`src/rtl/fetch_unit.sv`:
```
// Program counter and instruction register stage in front of a registered-read instruction memory.
// Optional FETCH_STATS_EN adds saturating bubble_count / fetch_count outputs.
module fetch_unit #(
  parameter int              BITS     = 8,
  parameter logic [BITS-1:0] RESET_PC = '0
) (
  input  logic            clk,
  input  logic            rst_n,
  output logic [BITS-1:0] pc,
  input  logic [BITS-1:0] instruction,
  input  logic            stall,
  input  logic            branch_taken,
  input  logic [BITS-1:0] branch_target,
  input  logic            halt_req,
  output logic [BITS-1:0] ir,
  output logic [BITS-1:0] ir_pc,
  output logic            ir_valid,
`ifdef FETCH_STATS_EN
  output logic [BITS-1:0] bubble_count,
  output logic [BITS-1:0] fetch_count,
`endif
  output logic            halted
);

  typedef enum logic [1:0] {
    S_FILL   = 2'd0,
    S_RUN    = 2'd1,
    S_HALTED = 2'd2
  } state_t;

  state_t          state_q, state_d;
  logic [BITS-1:0] pc_q, pc_d;
  logic [BITS-1:0] ir_q, ir_d;
  logic [BITS-1:0] ir_pc_q, ir_pc_d;
  logic            ir_valid_q, ir_valid_d;
  logic            halt_now;
  logic            load_now;
  logic            bubble_now;

  // A halt request freezes the PC, which is what drops a same-cycle branch.
  assign halt_now = (state_q != S_HALTED) && halt_req;

  always_comb begin
    pc_d = pc_q;
    if (!rst_n) begin
      pc_d = RESET_PC;
    end else if (state_q == S_HALTED || halt_req) begin
      pc_d = pc_q;
    end else if (branch_taken) begin
      pc_d = branch_target;
    end else if (stall || state_q == S_FILL) begin
      pc_d = pc_q;
    end else begin
      pc_d = pc_q + BITS'(1);
    end
  end

  always_comb begin
    state_d    = state_q;
    ir_d       = ir_q;
    ir_pc_d    = ir_pc_q;
    ir_valid_d = ir_valid_q;
    load_now   = 1'b0;
    bubble_now = 1'b0;
    if (halt_now) begin
      state_d    = S_HALTED;
      ir_valid_d = 1'b0;
      bubble_now = (state_q == S_RUN);
    end else begin
      case (state_q)
        S_FILL: state_d = S_RUN;
        S_RUN: begin
          if (branch_taken) begin
            ir_valid_d = 1'b0;
            bubble_now = 1'b1;
          end else if (stall) begin
            bubble_now = 1'b1;
          end else begin
            ir_d       = instruction;
            ir_pc_d    = pc_q;
            ir_valid_d = 1'b1;
            load_now   = 1'b1;
          end
        end
        default: state_d = state_q;
      endcase
    end
  end

  always_ff @(posedge clk) begin
    if (!rst_n) begin
      state_q    <= S_FILL;
      pc_q       <= RESET_PC;
      ir_q       <= '0;
      ir_pc_q    <= '0;
      ir_valid_q <= 1'b0;
    end else begin
      state_q    <= state_d;
      pc_q       <= pc_d;
      ir_q       <= ir_d;
      ir_pc_q    <= ir_pc_d;
      ir_valid_q <= ir_valid_d;
    end
  end

  assign pc       = pc_d;
  assign ir       = ir_q;
  assign ir_pc    = ir_pc_q;
  assign ir_valid = ir_valid_q;
  assign halted   = (state_q == S_HALTED);

`ifdef FETCH_STATS_EN
  logic [BITS-1:0] bubble_count_q, bubble_count_d;
  logic [BITS-1:0] fetch_count_q, fetch_count_d;

  always_comb begin
    bubble_count_d = bubble_count_q;
    fetch_count_d  = fetch_count_q;
    if (bubble_now && bubble_count_q != '1) bubble_count_d = bubble_count_q + BITS'(1);
    if (load_now && fetch_count_q != '1)    fetch_count_d  = fetch_count_q + BITS'(1);
  end

  always_ff @(posedge clk) begin
    if (!rst_n) begin
      bubble_count_q <= '0;
      fetch_count_q  <= '0;
    end else begin
      bubble_count_q <= bubble_count_d;
      fetch_count_q  <= fetch_count_d;
    end
  end

  assign bubble_count = bubble_count_q;
  assign fetch_count  = fetch_count_q;
`else
  logic unused_stats;
  assign unused_stats = load_now ^ bubble_now;
`endif

endmodule

```
`config.mk`:
```
export PLATFORM = sky130hd
export DESIGN_NAME = fetch_unit
export DESIGN_NICKNAME = d
export VERILOG_FILES = /design/src/rtl/fetch_unit.sv
export SDC_FILE = /design/constraint.sdc
export NUM_CORES = 1
export LEC_CHECK = 0
export CORE_ASPECT_RATIO = 0.9
export CORE_UTILIZATION = 40
export DETAILED_ROUTE_END_ITERATION = 6
export GPL_ROUTABILITY_DRIVEN = 0
export PLACE_DENSITY_LB_ADDON = 0.08
export SYNTH_ARGS = -nofsm -noshare
export SYNTH_HDL_FRONTEND = slang
export SYNTH_SLANG_ARGS = --single-unit
```
`constraint.sdc`:
```
create_clock -name clk -period 2 [get_ports clk]
set_input_delay 0.5 -clock clk [delete_from_list [all_inputs] [get_ports clk]]
set_output_delay 0.5 -clock clk [all_outputs]
set_load 0.005 [all_outputs]
```
run_1/wire_density.png
Scale bar: 20 um. 12 x 11 tiles, from dark blue (low) to red (high), scaled to the fullest tile. Values are wire area over tile area, all layers added.
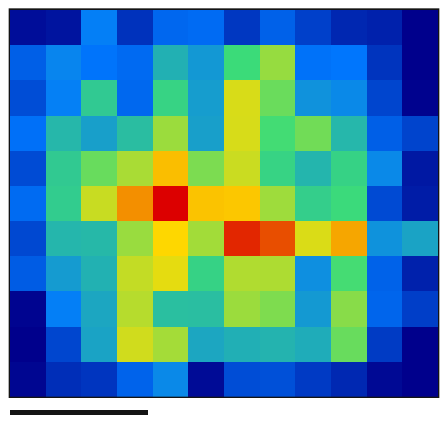
fullest tile: 0.61
nearly empty tiles: 6.8%
densest ninth of the die: centre
mean over tiles: 0.22

run_1/registers.png
Scale bar: 20 um. Other sequential cells in the stronger grey, the rest of the logic in the fainter grey.
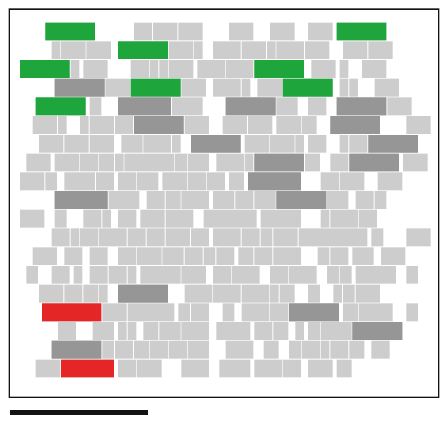
legend:
  ir:
    colour: green
    flops: 8
  state_q:
    colour: red
    flops: 2
not coloured: 17

run_1/cell_classes.png
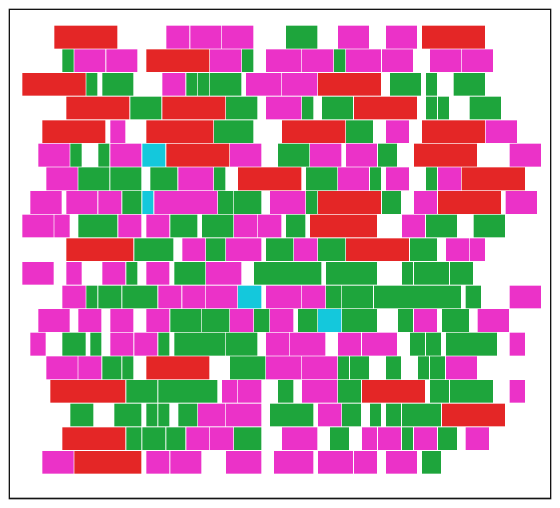
legend:
  clock drivers and dummy loads:
    colour: cyan
    cells: 4
  other buffers and delay cells:
    colour: magenta
    cells: 106
  flip-flops:
    colour: red
    cells: 27
  all other logic:
    colour: green
    cells: 109

run_1/metal_stack.png
Scale bar: 20 um.
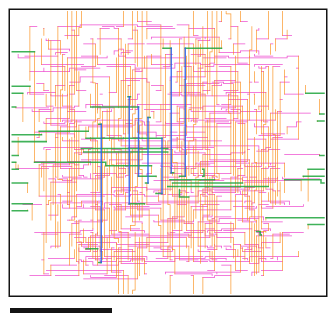
legend:
  met2:
    colour: orange
    wire_length: 2540 um
  met3:
    colour: green
    wire_length: 234 um
  met4:
    colour: blue
    wire_length: 135 um
  met1:
    colour: magenta
    wire_length: 1970 um

==> results.sh, run 1 <==
# yosys + openroad results
export IMPL_ys_cells=145
export IMPL_cp_required_ps=1500
export IMPL_setup_slack_ps=-348
export IMPL_final_nets=269
export IMPL_drive_above_1_share=0.435
export IMPL_powerDensity_nw_per_um2=462
export IMPL_insertion_delay_ps=330
export IMPL_most_common_cell="dfxtp_1"
export IMPL_yosys_area_share_simple=0.209
export IMPL_internal_power_w=0.000810
export IMPL_crit_type="flip-flop to primary output"
export IMPL_place_area_um2=2040
export IMPL_die_x_um=62.2
export IMPL_top_cells_by_count="27 x dfxtp_1, 25 x nor2_1, 17 x mux2i_1, 10 x a21oi_1"
export IMPL_synthAoiAreaFrac=0.183
export IMPL_p_seq_w=0.000567
export IMPL_netlist_instances=145
export IMPL_worstRegToRegCells=15
export IMPL_drcViolationCount=0
export IMPL_adder_share=0.00960
export IMPL_path_cells="nor2b_4 -> or2_4 -> or4_4 -> a31oi_1 -> buf_2"
export IMPL_buffers=106
export IMPL_synth_cell_types=36
export IMPL_io_pins=47
export IMPL_fp_util=0.422
export IMPL_routedWlPerCell_um=16.9
export IMPL_antenna_found_initial=0
export IMPL_comb_share=0.349
export IMPL_drv_slew=0
export IMPL_setup_violations=9
export IMPL_fmax_ghz=0.426
export IMPL_grt_use_met2=0.468
export IMPL_grt_max_degree=17
export IMPL_drtIter0Drc=96
export IMPL_clk_share=0.0108
export IMPL_p_comb_w=0.000319
export IMPL_crit_slowest_cell="or4_4"
export IMPL_syn_area_per_cell_um2=8.99
export IMPL_cts_tree="yes"
export IMPL_logic_family="simple AND/OR/NAND/NOR gates"
export IMPL_final_comb_area_um2=846
export IMPL_failed_checks="negative setup slack"
export IMPL_dieArea_um2=3490
export IMPL_peakVddDrop_mv=0.389
export IMPL_clockBufferCount=4
export IMPL_synth_flops=27
export IMPL_end_kind="primary output"
export IMPL_status="finished, violations left"
export IMPL_cts_buffers=3
export IMPL_cts_setup_buffers=27
export IMPL_grt_pass1_wl_mm=6.96
export IMPL_r2r_slack_ps=-150
export IMPL_cp_top_family="simple AND/OR/NAND/NOR gates"
export IMPL_xor_area_frac=0
export IMPL_timing_worst_slew_pin_value_ps=324
export IMPL_dpl_hpwl_mm=2.68
export IMPL_synth_warnings=0
export IMPL_grt_busiest_layer="met2"
export IMPL_startpoint="state_q[1]"
export IMPL_seq_area_um2=549
export IMPL_fin_cells=288
export IMPL_cp_endpoint="pc[6]"
export IMPL_timing_rr_end="pc_q[3]"
export IMPL_power_combinational_fraction=0.284
export IMPL_flop_cell="dfxtp_1"
export IMPL_core_area_um2=3090
export IMPL_finalClockPeriodUsage=1.17
export IMPL_dr_total_vias=1583
export IMPL_top_area_cell="dfxtp_1"
run_1/final_congestion.png
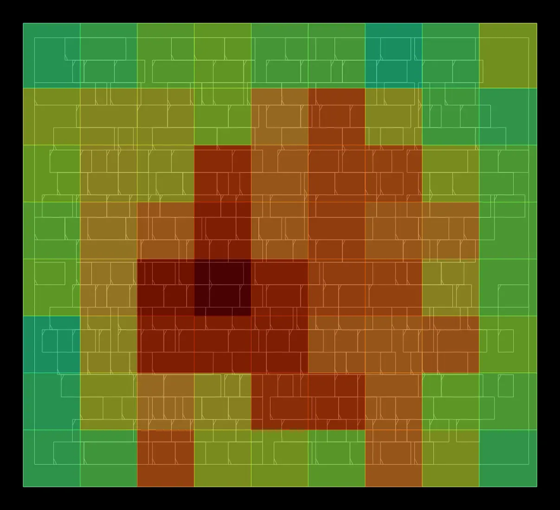

==> run 1 -> run 2 <==
Settings changed: CORE_UTILIZATION 40 to 55, CTS_CLUSTER_DIAMETER set to 50, DONT_BUFFER_PORTS set to 1.
run_2/final_congestion.png
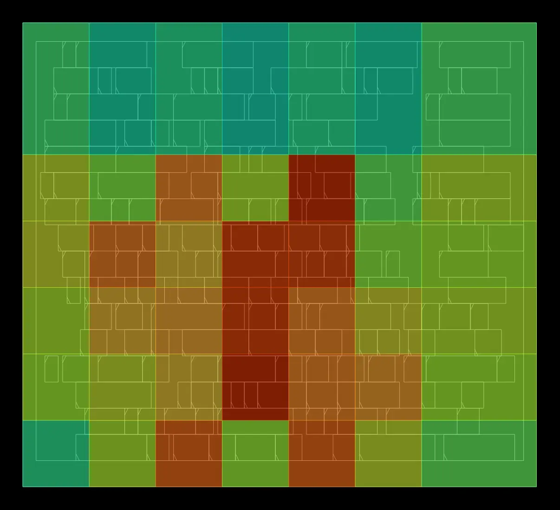
routing usage on met1: 0.308
GR Util All Layers: 0.261

==> results.sh, run 2 <==
# yosys + openroad results
export IMPL_startpoint="state_q[1]"
export IMPL_grt_busiest_layer="met2"
export IMPL_timing_rr_end="pc_q[0]"
export IMPL_top_cells_by_count="27 x dfxtp_1, 25 x nor2_1, 17 x mux2i_1, 10 x a21oi_1"
export IMPL_setup_slack_ps=-247
export IMPL_powerDensity_nw_per_um2=598
export IMPL_p_seq_w=0.000567
export IMPL_internal_power_w=0.000723
export IMPL_cts_buffers=3
export IMPL_timing_worst_slew_pin_value_ps=415
export IMPL_path_cells="nor2b_4 -> or2_4 -> or4_4 -> a31oi_4"
export IMPL_synthAoiAreaFrac=0.183
export IMPL_setup_violations=8
export IMPL_ys_cells=145
export IMPL_dieArea_um2=2570
export IMPL_synth_flops=27
export IMPL_status="finished, violations left"
export IMPL_power_combinational_fraction=0.180
export IMPL_p_comb_w=0.000180
export IMPL_dr_total_vias=1212
export IMPL_netlist_instances=145
export IMPL_die_x_um=53.3
export IMPL_adder_share=0.00960
export IMPL_seq_area_um2=543
export IMPL_place_area_um2=1420
export IMPL_final_nets=194
export IMPL_final_comb_area_um2=817
export IMPL_cp_top_family="simple AND/OR/NAND/NOR gates"
export IMPL_logic_family="simple AND/OR/NAND/NOR gates"
export IMPL_drive_above_1_share=0.363
export IMPL_synth_warnings=0
export IMPL_clk_share=0.0179
export IMPL_failed_checks="negative setup slack"
export IMPL_antenna_found_initial=0
export IMPL_grt_max_degree=27
export IMPL_drtIter0Drc=26
export IMPL_cts_tree="yes"
export IMPL_finalClockPeriodUsage=1.12
export IMPL_synth_cell_types=36
export IMPL_cp_endpoint="pc[6]"
export IMPL_cp_required_ps=1500
export IMPL_grt_pass1_wl_mm=4.69
export IMPL_peakVddDrop_mv=0.572
export IMPL_flop_cell="dfxtp_1"
export IMPL_insertion_delay_ps=340
export IMPL_drv_slew=0
export IMPL_buffers=31
export IMPL_cts_setup_buffers=10
export IMPL_io_pins=47
export IMPL_most_common_cell="dfxtp_1"
export IMPL_syn_area_per_cell_um2=8.99
export IMPL_fmax_ghz=0.445
run_2/metal_stack.png
Scale bar: 20 um.
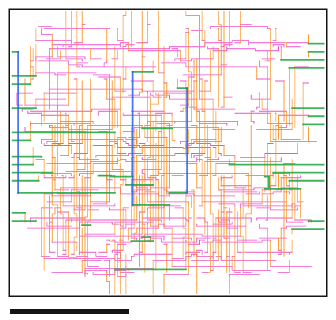
legend:
  met1:
    colour: magenta
    wire_length: 1400 um
  met3:
    colour: green
    wire_length: 198 um
  met2:
    colour: orange
    wire_length: 1580 um
  met4:
    colour: blue
    wire_length: 63.9 um

run_2/wire_density.png
Scale bar: 20 um. 11 x 10 tiles, from dark blue (low) to red (high), scaled to the fullest tile. Values are wire area over tile area, all layers added.
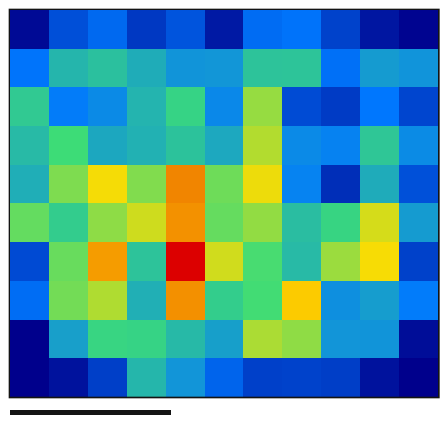

==> run 2 -> run 3 <==
Settings changed: MAX_ROUTING_LAYER set to met4.
run_3/wire_density.png
Scale bar: 20 um. 11 x 10 tiles, from dark blue (low) to red (high), scaled to the fullest tile. Values are wire area over tile area, all layers added.
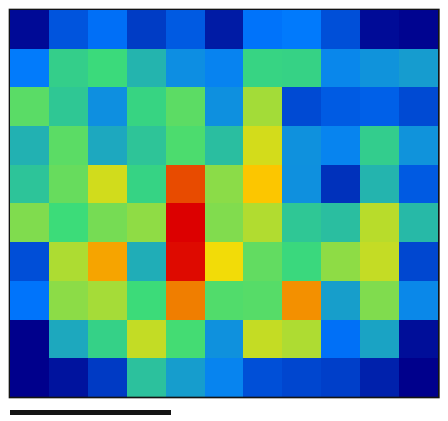
GR Util All Layers: 0.270
drt wl/cell: 16.5 um
Via Count: 1211
Total Wirelength: 3.27 mm

==> results.sh, run 3 <==
# yosys + openroad results
export IMPL_cp_required_ps=1500
export IMPL_ys_area_um2=1300
export IMPL_r2r_slack_ps=90
export IMPL_fmax_ghz=0.445
export IMPL_io_pins=47
export IMPL_dpl_hpwl_mm=2.10
export IMPL_startpoint="state_q[1]"
export IMPL_crit_slowest_cell="or4_4"
export IMPL_p_seq_w=0.000567
export IMPL_logic_family="simple AND/OR/NAND/NOR gates"
export IMPL_met1_usage=0.311
export IMPL_adder_share=0.00960
export IMPL_final_cell_mix="27 x buf_4, 25 x dfxtp_1, 23 x nor2_1, 16 x mux2i_1, 6 x a21oi_1"
export IMPL_die_x_um=53.3
export IMPL_place_area_um2=1420
export IMPL_rsz0062_at_grt="true"
export IMPL_whs_ps=256
export IMPL_core_area_um2=2200
export IMPL_grt_use_met2=0.473
export IMPL_buffers=31
export IMPL_clock_path_buffers=2
export IMPL_cts_setup_buffers=10
export IMPL_numClockSinks=27
export IMPL_ys_async_sr_fraction=0
export IMPL_power_combinational_fraction=0.181
export IMPL_grt_busiest_layer="met2"
export IMPL_hp_start="halt_req"
export IMPL_holdPathEnd="ir_valid"
export IMPL_edf_count=0
export IMPL_cts_tree="yes"
export IMPL_finalClockPeriodUsage=1.12
export IMPL_synthAoiAreaFrac=0.183
export IMPL_postLayoutCoreUtil=0.761
export IMPL_status="finished, violations left"
export IMPL_path_cells="nor2b_4 -> or2_4 -> or4_4 -> a31oi_4"
export IMPL_timing_rr_end="pc_q[0]"
export IMPL_clk_share=0.0179
export IMPL_setup_slack_ps=-248
export IMPL_grt_max_degree=27
export IMPL_p_comb_w=0.000181
export IMPL_antenna_left=0
export IMPL_area_growth_pct=28.5
export IMPL_cp_top_family="simple AND/OR/NAND/NOR gates"
export IMPL_rows=16
export IMPL_setup_violations=8
export IMPL_drive_above_1_share=0.363
export IMPL_grt_pass1_wl_mm=4.71
export IMPL_slew_headroom=0.723
export IMPL_maxPowerGroup="sequential cells"
export IMPL_yosys_top_cells_area="dfxtp_1 41%, mux2i_1 13%, nor2_1 7.2%"
export IMPL_top_cells_by_count="27 x dfxtp_1, 25 x nor2_1, 17 x mux2i_1, 10 x a21oi_1"
export IMPL_drtIter0Drc=25
export IMPL_powerDensity_nw_per_um2=598
export IMPL_xor_area_frac=0
export IMPL_synth_cell_types=36
export IMPL_antenna_found_initial=0
export IMPL_failed_checks="negative setup slack"
export IMPL_peakVddDrop_mv=0.571
export IMPL_final_comb_area_um2=817
export IMPL_openroad_warnings=28
export IMPL_synth_warnings=0
export IMPL_p_clk_w=0.000253
export IMPL_syn_area_per_cell_um2=8.99
export IMPL_drv_slew=0
export IMPL_path_buffers=0
export IMPL_final_common_cell="buf_4"
export IMPL_timing_worst_slew_pin_value_ps=412
export IMPL_first_pass_iters=5
export IMPL_seq_area_um2=543
export IMPL_most_common_cell="dfxtp_1"
export IMPL_insertion_delay_ps=340
export IMPL_cp_endpoint="pc[6]"
export IMPL_flop_cell="dfxtp_1"
export IMPL_first_global_vias=1046
export IMPL_cap_viol_max_count=0
export IMPL_ys_cells=145
export IMPL_cts_buffers=3
export IMPL_dieArea_um2=2570
export IMPL_n_tap_cell=27
export IMPL_seq_share=0.324
export IMPL_h_tree_depth=1
export IMPL_netlist_instances=145
export IMPL_final_nets=194
export IMPL_internal_power_w=0.000723
export IMPL_worstRegToRegCells=12
export IMPL_synth_flops=27
export IMPL_syn_nets=167
export IMPL_start_kind="flip-flop"
run_3/metal_stack.png
Scale bar: 20 um.
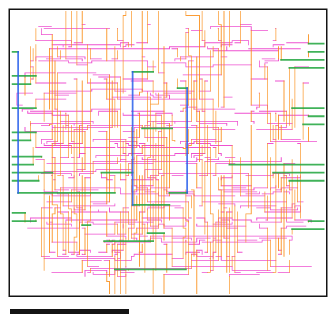
legend:
  met3:
    colour: green
    wire_length: 176 um
  met2:
    colour: orange
    wire_length: 1610 um
  met4:
    colour: blue
    wire_length: 63.9 um
  met1:
    colour: magenta
    wire_length: 1420 um

